**Power grid**

Pins as bars on the die edge. Tap cells in gray.
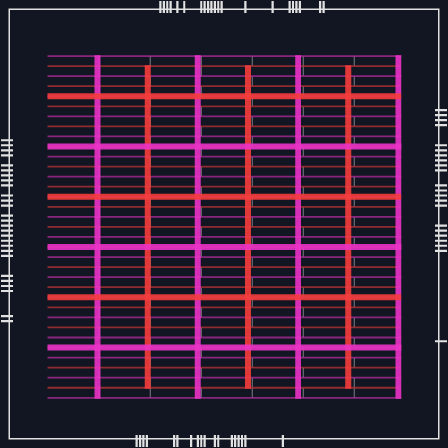
**Routing congestion map**

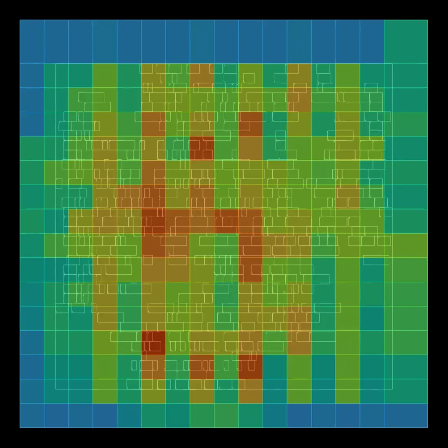
**Placement by cell class**

Bar = 20 um.
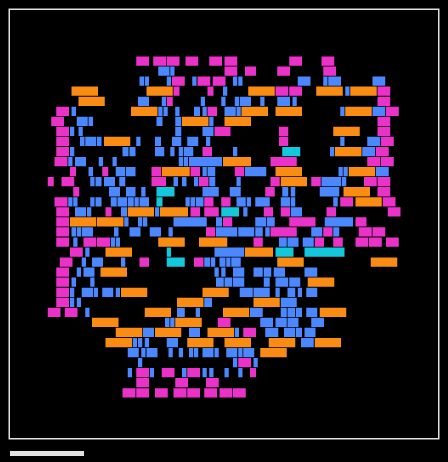
**Clock network drawn from the DEF**

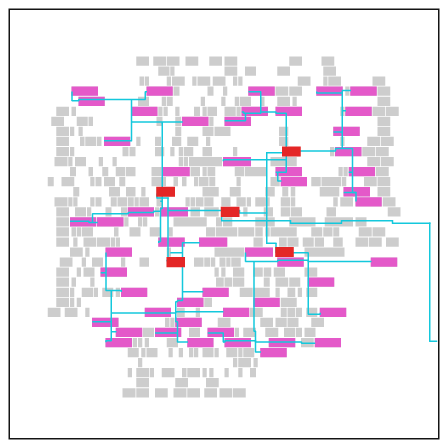
==> src/rtl/mem_bus_arbiter_if.sv <==
// mem_bus_arbiter_if: requester request/done signals and byte-serial pad signals; master = arbiter side, slave = requesters/pads side
interface mem_bus_arbiter_if;
  logic        r0_rd, r0_wr, r0_done, r1_rd, r1_wr, r1_done;
  logic [15:0] r0_addr, r1_addr;
  logic [7:0]  r0_wdata, r1_wdata, rdata, bus_out, bus_in;
  logic        err, bus_oe, strobe, ack_in;
  logic [1:0]  grant, phase;
  modport master (
    input  r0_rd, r0_wr, r0_addr, r0_wdata, r1_rd, r1_wr, r1_addr, r1_wdata, bus_in, ack_in,
    output r0_done, r1_done, rdata, err, grant, bus_out, bus_oe, strobe, phase
  );
  modport slave (
    output r0_rd, r0_wr, r0_addr, r0_wdata, r1_rd, r1_wr, r1_addr, r1_wdata, bus_in, ack_in,
    input  r0_done, r1_done, rdata, err, grant, bus_out, bus_oe, strobe, phase
  );
endinterface

==> src/rtl/mem_bus_arbiter.sv <==
// mem_bus_arbiter: round-robin two-requester arbiter sequencing ADDR_LO/ADDR_HI/DATA strobe-ack bytes; ports clk, rst, bus (mem_bus_arbiter_if.master)
module mem_bus_arbiter #(
  parameter int SYNC_STAGES = 2,
  parameter int TIMEOUT = 255,
  parameter int TO_W = 8
) (
  input logic clk,
  input logic rst,
  mem_bus_arbiter_if.master bus
);
  typedef enum logic [1:0] {IDLE, WAIT_LOW, ASSERT} state_t;
  state_t state, state_n;
  logic [SYNC_STAGES-1:0] sync;
  logic [TO_W-1:0] cnt;
  logic [1:0] ph;
  logic [15:0] addr;
  logic [7:0] wdata, rdata_q;
  logic owner, last, wr, done0, done1, err_q;
  logic ack_s, r0_req, r1_req, pick1, take, adv, abort, to;
  assign ack_s = sync[SYNC_STAGES-1];
  assign r0_req = bus.r0_rd | bus.r0_wr;
  assign r1_req = bus.r1_rd | bus.r1_wr;
  assign pick1 = r1_req & (~r0_req | ~last);
  assign to = (TIMEOUT != 0) && (cnt == TO_W'(TIMEOUT - 1));
  always_comb begin
    state_n = state;
    take = 1'b0;
    adv = 1'b0;
    abort = 1'b0;
    if (state == IDLE) begin
      take = r0_req | r1_req;
      state_n = take ? WAIT_LOW : IDLE;
    end else if (state == WAIT_LOW) begin
      abort = ack_s & to;
      state_n = !ack_s ? ASSERT : to ? IDLE : WAIT_LOW;
    end else begin
      adv = ack_s;
      abort = !ack_s & to;
      state_n = ack_s ? (ph == 2'd3 ? IDLE : WAIT_LOW) : to ? IDLE : ASSERT;
    end
  end
  always_ff @(posedge clk) begin
    if (rst) begin
      state <= IDLE;
      sync <= '0;
      cnt <= '0;
      ph <= 2'd0;
      owner <= 1'b0;
      last <= 1'b1;
      wr <= 1'b0;
      addr <= 16'h0;
      wdata <= 8'h0;
      done0 <= 1'b0;
      done1 <= 1'b0;
      err_q <= 1'b0;
      rdata_q <= 8'h0;
    end else begin
      state <= state_n;
      sync <= {sync[SYNC_STAGES-2:0], bus.ack_in};
      cnt <= (state_n == state && !adv) ? cnt + 1'b1 : '0;
      done0 <= (abort | (adv & (ph == 2'd3))) & ~owner;
      done1 <= (abort | (adv & (ph == 2'd3))) & owner;
      err_q <= abort;
      if (take) begin
        owner <= pick1;
        last <= pick1;
        wr <= pick1 ? bus.r1_wr : bus.r0_wr;
        addr <= pick1 ? bus.r1_addr : bus.r0_addr;
        wdata <= pick1 ? bus.r1_wdata : bus.r0_wdata;
        ph <= 2'd1;
      end
      if (adv) ph <= ph + 2'd1;
      if (adv && ph == 2'd3 && !wr) rdata_q <= bus.bus_in;
    end
  end
  assign bus.strobe = state == ASSERT;
  assign bus.bus_oe = (state != IDLE) & ((ph != 2'd3) | wr);
  assign bus.bus_out = state == IDLE ? 8'h0 : ph == 2'd1 ? addr[7:0] : ph == 2'd2 ? addr[15:8] : wr ? wdata : 8'h0;
  assign bus.grant = state == IDLE ? 2'b00 : {owner, ~owner};
  assign bus.phase = state == IDLE ? 2'd0 : ph;
  assign bus.r0_done = done0;
  assign bus.r1_done = done1;
  assign bus.err = err_q;
  assign bus.rdata = rdata_q;
endmodule

==> src/flat_wrapper.sv <==
// flat-port wrapper written by rule: the top's interface ports become plain ports
module mem_bus_arbiter_flat 
#(
  parameter int SYNC_STAGES = 2,
  parameter int TIMEOUT = 255,
  parameter int TO_W = 8
)
  (clk, rst, bus_r0_rd, bus_r0_wr, bus_r0_addr, bus_r0_wdata, bus_r1_rd, bus_r1_wr, bus_r1_addr, bus_r1_wdata, bus_bus_in, bus_ack_in, bus_r0_done, bus_r1_done, bus_rdata, bus_err, bus_grant, bus_bus_out, bus_bus_oe, bus_strobe, bus_phase);
  mem_bus_arbiter_if bus_i ();
  input logic clk;
  input logic rst;
  input wire logic [$bits(bus_i.r0_rd)-1:0] bus_r0_rd;
  input wire logic [$bits(bus_i.r0_wr)-1:0] bus_r0_wr;
  input wire logic [$bits(bus_i.r0_addr)-1:0] bus_r0_addr;
  input wire logic [$bits(bus_i.r0_wdata)-1:0] bus_r0_wdata;
  input wire logic [$bits(bus_i.r1_rd)-1:0] bus_r1_rd;
  input wire logic [$bits(bus_i.r1_wr)-1:0] bus_r1_wr;
  input wire logic [$bits(bus_i.r1_addr)-1:0] bus_r1_addr;
  input wire logic [$bits(bus_i.r1_wdata)-1:0] bus_r1_wdata;
  input wire logic [$bits(bus_i.bus_in)-1:0] bus_bus_in;
  input wire logic [$bits(bus_i.ack_in)-1:0] bus_ack_in;
  output wire logic [$bits(bus_i.r0_done)-1:0] bus_r0_done;
  output wire logic [$bits(bus_i.r1_done)-1:0] bus_r1_done;
  output wire logic [$bits(bus_i.rdata)-1:0] bus_rdata;
  output wire logic [$bits(bus_i.err)-1:0] bus_err;
  output wire logic [$bits(bus_i.grant)-1:0] bus_grant;
  output wire logic [$bits(bus_i.bus_out)-1:0] bus_bus_out;
  output wire logic [$bits(bus_i.bus_oe)-1:0] bus_bus_oe;
  output wire logic [$bits(bus_i.strobe)-1:0] bus_strobe;
  output wire logic [$bits(bus_i.phase)-1:0] bus_phase;
  assign bus_i.r0_rd = bus_r0_rd;
  assign bus_i.r0_wr = bus_r0_wr;
  assign bus_i.r0_addr = bus_r0_addr;
  assign bus_i.r0_wdata = bus_r0_wdata;
  assign bus_i.r1_rd = bus_r1_rd;
  assign bus_i.r1_wr = bus_r1_wr;
  assign bus_i.r1_addr = bus_r1_addr;
  assign bus_i.r1_wdata = bus_r1_wdata;
  assign bus_i.bus_in = bus_bus_in;
  assign bus_i.ack_in = bus_ack_in;
  assign bus_r0_done = bus_i.r0_done;
  assign bus_r1_done = bus_i.r1_done;
  assign bus_rdata = bus_i.rdata;
  assign bus_err = bus_i.err;
  assign bus_grant = bus_i.grant;
  assign bus_bus_out = bus_i.bus_out;
  assign bus_bus_oe = bus_i.bus_oe;
  assign bus_strobe = bus_i.strobe;
  assign bus_phase = bus_i.phase;
  mem_bus_arbiter #(.SYNC_STAGES(SYNC_STAGES), .TIMEOUT(TIMEOUT), .TO_W(TO_W)) u_core (.clk(clk), .rst(rst), .bus(bus_i));
endmodule
==> config.mk <==
export PLATFORM = sky130hd
export DESIGN_NAME = mem_bus_arbiter_flat
export DESIGN_NICKNAME = d
export VERILOG_FILES = /design/src/rtl/mem_bus_arbiter_if.sv /design/src/rtl/mem_bus_arbiter.sv /design/src/flat_wrapper.sv
export SDC_FILE = /design/constraint.sdc
export NUM_CORES = 1
export LEC_CHECK = 0
export ABC_CLOCK_PERIOD_IN_PS = 1800
export CORE_MARGIN = 10
export CORE_UTILIZATION = 28
export DETAILED_ROUTE_END_ITERATION = 8
export SLEW_MARGIN = 10
export SYNTH_ARGS = -nofsm -noshare
export SYNTH_HDL_FRONTEND = slang
export SYNTH_SLANG_ARGS = --single-unit
==> constraint.sdc <==
create_clock -name clk -period 1.8 [get_ports clk]
set_input_delay 0.27 -clock clk [delete_from_list [all_inputs] [get_ports clk]]
set_output_delay 0.27 -clock clk [all_outputs]
set_load 0.005 [all_outputs]
==> results.tsv <==
stage	metric	value	unit
setup_path	slowest_stage	dfxtp_2	
sta	setup_viol	2	
cells_and_area	fillCellCount	894	
yosys	ys_types	37	
setup_path	worstSetupStartpointType	flip-flop	
floorplanning	fp-utilization	29.1	%
setup_path	critPathRequiredTime	1.53	ns
sta	worst_slack	-0.0188	ns
setup_path	max_stage_delay	0.34	ns
floorplanning	io_pins	88	
yosys	edf_count	0	
detailed_routing	first_pass_iters	4	
setup_path	path_cells	inv_2 -> ha_4 -> buf_6 -> nand3b_1 -> a21oi_2 -> a21oi_2 -> nor2_1 -> buf_2	
yosys	synthMuxAreaShare	3.11	%
outcome	violations	negative setup slack	
cells_and_area	num_antenna_cells	0	
yosys	ys_sh_adder	2.92	%
yosys	common_cells	nand2_1 (65), dfxtp_1 (52), nor2_1 (49), a311oi_1 (24), a21oi_1 (19)	
job	warnings	31	
outcome	outcome	finished with violations	
Back to the opening pictures, 'power grid':
- red: VDD
- magenta: VSS
- met4 straps: 7
- signal pins: 88
- tap cells: 108
- met1 rails: 35
- rows: 34
Die X: 116 um
area of the core: 8850 um^2
Die H: 116 um
Max IR drop VDD: 425 uV

Back to the opening pictures, 'routing congestion map':
final core occ: 43.7%
drt wl/cell: 15.2 um
met2 Use GR: 18.9%
met1 Track Usage GR: 14.1%
total track usage: 11.4%

Back to the opening pictures, 'placement by cell class':
- magenta: other buffers and delay cells (cells 117; share of their area 29%)
- cyan: clock drivers and dummy loads (cells 8; share of their area 2.9%)
- orange: flops (cells 52; share of their area 28%)
- blue: combinational and other logic (cells 238; share of their area 40%)

Back to the opening pictures, 'clock network drawn from the DEF':
- cyan: clock wires (length 676 um)
- red: clock drivers (count 5)
- magenta: flip-flops (count 52)
- routed clock nets: 6
clock group power: 793 uW
Fin Clk Skew: 0.00378 ns
latest clock arrival within the worst-skew pair: 0.30 ns
clock group share of total power: 26.8%

## critical path, delay by kind of cell (launching register included)
family	cells	cell delay, ns
AOI/OAI and AO/OA	2	0.18
adders and majority gates	1	0.17
buffers and inverters	3	0.28
DFF	1	0.34
and+or+nand+nor	2	0.27
## power breakdown
part / total [mW] / switching, mW / internal, mW / leakage, nW
Sequential: 1.36 / 0.0979 / 1.26 / 0.429
Combinational: 0.805 / 0.402 / 0.404 / 0.976
Clock: 0.793 / 0.380 / 0.413 / 0.0552
Total: 2.96 / 0.880 / 2.08 / 1.46
## cells in the final DEF (no fill, tap or decap), drive strengths merged, types with 2 or more instances in the layout
cell type and count:
inv 5, nor2 50, dlygate4sd2 2, a2111oi 3, ha 6, dfxtp 52, nand2b 4, clkdlybuf4s50 75
a21oi 20, nand3b 9, nand4 2, o21ai 4, nor3 11, a211oi 2, nor2b 3, nand3 5
and4 2, buf 39, clkbuf 6, xor2 5, nand2 65, mux2i 8, a311oi 24
## layout make-up
cell class / instances / area, um^2 / area share (%)
clock buffers: 6 / 72.6 / 1.88
clock inverters: 2 / 35.0 / 0.906
inverters: 5 / 18.8 / 0.485
multi-input cells: 233 / 1460 / 37.8
flip-flops and latches: 52 / 1050 / 27.1
well taps: 108 / 135 / 3.49
repair buffers: 117 / 1100 / 28.3
## metal layers
layer	vias up	part of all wire [%]	wire (um)	global-route usage [%]
met1	1134	45	3600	14.1
met5	-	0	0	0
met3	8	7.0	556	3.51
li1	1290	-	-	-
met4	0	0.92	73	3.00
met2	67	47	3710	18.9
## worst max-delay path by stage
stage	end	cells after the start
final	bus_bus_out[3]	8
after global routing	bus_bus_out[3]	8
after CTS	bus_bus_out[0]	7
after detailed placement	bus_bus_out[7]	7
after global placement	bus_bus_out[7]	7
after floorplan	u_core.bus.rdata[0]	7
Power and IR drop assume default switching activity.
